--- config.mk ---
export PLATFORM = sky130hd
export DESIGN_NAME = dm_access_ctrl
export DESIGN_NICKNAME = d
export VERILOG_FILES = /design/src/rtl/dm_access_ctrl.sv
export SDC_FILE = /design/constraint.sdc
export NUM_CORES = 2
export LEC_CHECK = 0
export ABC_CLOCK_PERIOD_IN_PS = 3900
export CORE_MARGIN = 3
export CORE_UTILIZATION = 35
export CTS_CLUSTER_SIZE = 40
export DETAILED_ROUTE_END_ITERATION = 12
export GPL_TIMING_DRIVEN = 0
export PLACE_DENSITY_LB_ADDON = 0.25
export RECOVER_POWER = 25
export SYNTH_ARGS = -nofsm -noshare
export SYNTH_HDL_FRONTEND = slang
export SYNTH_SLANG_ARGS = --single-unit
export TNS_END_PERCENT = 100
--- constraint.sdc ---
create_clock -name clk -period 3.9 [get_ports clk]
set_input_delay 0.78 -clock clk [delete_from_list [all_inputs] [get_ports clk]]
set_output_delay 0.78 -clock clk [all_outputs]
set_load 0.01 [all_outputs]
--- src/rtl/dm_access_ctrl.sv ---
// Data-memory responder: accepts a PS read/write, waits WAIT_STATES cycles, then commits or returns data.
// Optional range check on upper address bits is enabled by defining DM_RANGE_CHK_EN.
module dm_access_ctrl #(
  parameter int DATA_W      = 16,
  parameter int ADDR_W      = 8,
  parameter int WAIT_STATES = 1
) (
  input  logic              clk,
  input  logic              rst,
  input  logic              ps_dm_en,
  input  logic              ps_dm_wrt_en,
  input  logic [15:0]       dg_dm_add,
  input  logic [DATA_W-1:0] bc_dt,
  output logic [DATA_W-1:0] dm_bc_dt,
  output logic              dm_ps_ack,
  output logic              dm_ps_rdy,
  output logic              dm_ps_err
);

  typedef enum logic [1:0] {
    S_IDLE = 2'd0,
    S_WAIT = 2'd1,
    S_RESP = 2'd2
  } state_t;

  localparam logic [3:0] CNT_INIT = (WAIT_STATES == 0) ? 4'd0 : 4'(WAIT_STATES - 1);

  state_t              state_r, state_nx;
  logic [3:0]          cnt_r, cnt_nx;
  logic [15:0]         addr_r;
  logic                wrt_r;
  logic [DATA_W-1:0]   data_r;
  logic                accept_s;
  logic                fire_s;
  logic [15:0]         op_addr_s;
  logic                op_wrt_s;
  logic [DATA_W-1:0]   op_data_s;
  logic                bad_s;
  logic [DATA_W-1:0]   mem [0:(1<<ADDR_W)-1];

  // Next-state and wait-counter logic
  always_comb begin
    state_nx = state_r;
    cnt_nx   = cnt_r;
    accept_s = 1'b0;
    case (state_r)
      S_IDLE, S_RESP: begin
        if (ps_dm_en) begin
          accept_s = 1'b1;
          state_nx = (WAIT_STATES == 0) ? S_RESP : S_WAIT;
          cnt_nx   = CNT_INIT;
        end else begin
          state_nx = S_IDLE;
        end
      end
      S_WAIT: begin
        if (cnt_r == 4'd0) begin
          state_nx = S_RESP;
        end else begin
          cnt_nx = cnt_r - 4'd1;
        end
      end
      default: begin
        state_nx = S_IDLE;
        cnt_nx   = 4'd0;
      end
    endcase
  end

  // Select the access that completes at this edge; with no wait states it is the live request
  always_comb begin
    fire_s    = 1'b0;
    op_addr_s = addr_r;
    op_wrt_s  = wrt_r;
    op_data_s = data_r;
    if (WAIT_STATES == 0) begin
      fire_s    = accept_s;
      op_addr_s = dg_dm_add;
      op_wrt_s  = ps_dm_wrt_en;
      op_data_s = bc_dt;
    end else begin
      fire_s = (state_r == S_WAIT) && (cnt_r == 4'd0);
    end
    if (rst) begin
      fire_s = 1'b0;
    end else begin
      fire_s = fire_s;
    end
  end

`ifdef DM_RANGE_CHK_EN
  assign bad_s = |op_addr_s[15:ADDR_W];
`else
  logic unused_upper_s;
  assign bad_s          = 1'b0;
  assign unused_upper_s = ^op_addr_s[15:ADDR_W];
`endif

  // Control state, request latch and registered responses
  always_ff @(posedge clk or posedge rst) begin
    if (rst) begin
      state_r   <= S_IDLE;
      cnt_r     <= 4'd0;
      addr_r    <= 16'd0;
      wrt_r     <= 1'b0;
      data_r    <= '0;
      dm_bc_dt  <= '0;
      dm_ps_ack <= 1'b0;
      dm_ps_rdy <= 1'b1;
      dm_ps_err <= 1'b0;
    end else begin
      state_r   <= state_nx;
      cnt_r     <= cnt_nx;
      dm_ps_rdy <= (state_nx == S_IDLE) || (state_nx == S_RESP);
      dm_ps_ack <= fire_s;
      dm_ps_err <= fire_s & bad_s;
      if (accept_s) begin
        addr_r <= dg_dm_add;
        wrt_r  <= ps_dm_wrt_en;
        data_r <= bc_dt;
      end
      if (fire_s && !op_wrt_s) begin
        dm_bc_dt <= bad_s ? '0 : mem[op_addr_s[ADDR_W-1:0]];
      end
    end
  end

  // Storage array, deliberately not cleared by reset
  always_ff @(posedge clk) begin
    if (fire_s && op_wrt_s && !bad_s) begin
      mem[op_addr_s[ADDR_W-1:0]] <= op_data_s;
    end
  end

endmodule
Figure 1. Track usage over the die.
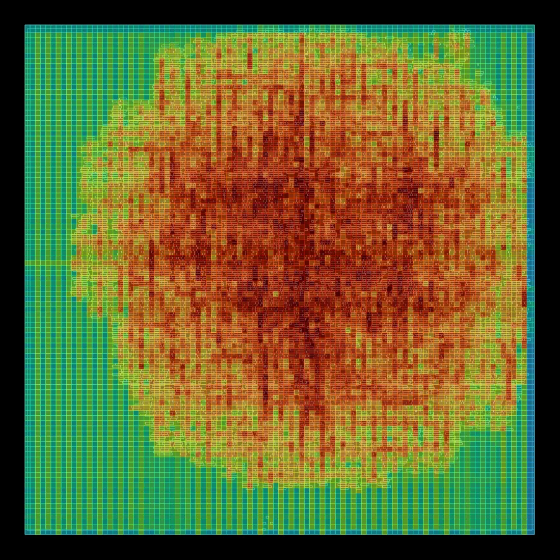
DR WL/cell: 49.1 um
met2 usage: 41.8%

==> impl_metrics.ini <==
; implementation run metrics
[logic_synthesis]
yosys_area_mm2 = 0.159
ys_ff = 4145
synth.avg_cell_area_um2 = 22.7
ys_types = 70
ys_seq_share_pct = 78.3
top_cell = edfxtp_1
syn-instance-count = 6980
ys_cells = 6980
ys_warn_count = 0
synth.net_count = 7018
yosys.area.top_type = edfxtp_1
async_flop_share_pct = 1.18
common_cells = edfxtp_1 (4096), mux4_2 (1031), nor2_1 (314)

[layout]
fin_cells = 14400
fin_nets = 8033
drive_above_1_share_pct = 35.8
areaGrowthSynthToFinish_pct = 22.0

[clocking]
htreeDepth = 5
clkTransAtPathRegs_ns = 0.06
clock_latency_ns = 1.03
cts_buffers = 430
cts_tree = yes

[critical_path]
critical_path_required_ns = 4.76
worstSetupStartpointType = register
critical_path_class = register to register

[outcome]
failed_checks = capacitance limit, slew limit, setup timing
status = finished, violations left

[power]
p_leak_nw = 60.3
p_switching_w = 0.0673
internal-power_w = 0.0979
p_sw_share_pct = 40.7

[final_timing]
worst_slack_ns = -0.371
tightest_slew_ns = 3.40
fmax_ghz = 0.234
hold_ws_ns = 0.427
fin_crit_sh_pct = 110
setup_viol = 898
final_max_slew_viol_count = 1703
clock_skew_ns = 0.0929

[route]
first_pass_iters = 6
ant_nets = 0

[placement]
dpl.cell_count = 13300
pre_cts_ws_ns = -3.07
port_buffers = 45

[global_route]
grt_max_degree = 105
grt_pass1_vias = 85000

[worst_hold_path]
holdCritPathClass = primary input to register

[job]
maxCapViolCount = 26

[die]
coreArea_mm2 = 0.450
Figure 2. Wire density map.
Drawn at 0.5 px/um. The die is cut into 34 by 34 equal tiles; white is low, dark blue is high, scaled to the fullest tile. Values are wire area over tile area, all layers added.
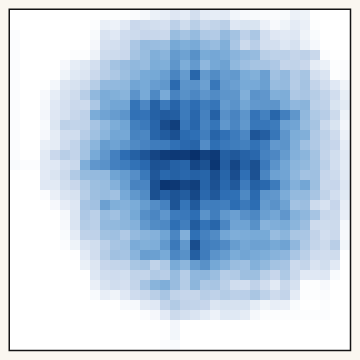
28% of the tiles are nearly empty. 26% of the tiles are over half the peak. The mean over all tiles is 0.28.
GRT Total Usage: 30.1%
wirelength, routed: 706000 um
vias post-DR: 92100

cell type report:
type                    instances  area (um2)
repair buffers                595        8620
multi-input cells            2414       34800
flip-flops and latches       4145      124000
well taps                    5952        7450
inverters                       8        38.8
plain buffers                 401        4760
fillers                     38100      257000
clock buffers                 521       11200
clock inverters               263        2420
diodes                         73         183
repair_timing:
item,in CTS,in global routing
pin swaps,79,41
gates cloned,0,0
setup endpoints to repair,4114,1015
buffers inserted,153,113
resized,825,196
hold buffers,0,0
critical path, stage by stage, from the launching register on:
cell and delay (ns):
dfrtp_1 0.43, clkbuf_1 0.37, clkbuf_2 0.39, or3_1 0.94
a21oi_1 0.12, a31oi_2 0.34, nand4_1 0.80, a21oi_4 0.55
a31oi_1 0.13
state kept, by name, indices dropped and copies added (netlist names):
name and cells:
addr_r 8, cnt_r 4, dm_bc_dt 16, mem 4096, dm_ps_ack 1, op_wrt_s 1, state_r 2, data_r 16
dm_ps_rdy 1
power by group through the flow:
stage | Combinational [W] | Clock (W) | Sequential (W)
finish | 0.0669 | 0.0405 | 0.0578
global route | 0.0653 | 0.0423 | 0.0578
CTS | 0.0624 | 0.0405 | 0.0574
detailed placement | 0.0586 | 0 | 0.0583
global placement | 0.0500 | 0 | 0.0655
floorplan | 0.0218 | 0 | 0.0609
stage by stage:
step	power (W)	instance area (um2)	util, %
3_3_place_gp	0.115	167000	37.0
4_1_cts	0.160	192000	42.7
2_1_floorplan	0.0827	159000	-
6_report	0.165	194000	43.0
5_1_grt	0.165	194000	43.0
3_5_place_dp	0.117	174000	38.6
worst paths after layout:
path	slack [ns]	depth (start not counted)	startpoint	to
min in group asynchronous	0.74	2	rst	data_r[14]
max	-0.37	8	addr_r[5]	dm_bc_dt[15]
max in group asynchronous	0.12	3	rst	dm_bc_dt[13]
min	0.43	2	bc_dt[2]	data_r[2]
max reg2reg	-0.37	8	addr_r[5]	dm_bc_dt[15]
min reg2reg	0.54	1	cnt_r[0]	cnt_r[0]
kinds of logic after synthesis:
family	Yosys count	share of synthesized area (%)
flops	4145	78.3
mux	1295	16.3
simple gates	608	1.65
compound gates	508	2.33
buf+inv	421	1.39
fa+ha+maj	2	0.0158
other cells	1	0.00236
per-layer routing:
metal  track usage, %  wire [um]  vias up
met5             1.32       1130        -
met4             22.0      62600       24
met3             14.3     110000     2070
met2             41.8     294000     8300
met1             36.4     238000    49700
li1                 -          -    32000
cell usage in the layout (no fill, tap or decap), types with 32 or more instances in the layout:
cell type        instances
buf_4                  235
o221ai_1                41
mux2i_1                198
mux4_2                1031
dfrtp_1                 45
diode_2                 73
clkdlybuf4s50_1         44
mux2_2                  52
bufinv_16               32
clkbuf_16              432
clkbuf_4                41
clkbuf_1               115
buf_8                  169
nor2_2                  93
clkbuf_2                66
o22ai_1                 68
a22oi_1                 84
buf_16                 118
nor2_1                  52
buf_12                 169
buf_6                   86
a21oi_1                 62
clkinv_2                78
nand2_1                119
nor2_4                 169
edfxtp_1              4096
clkinv_1               116
No activity file was given, so power comes from the tool's default toggle rates.
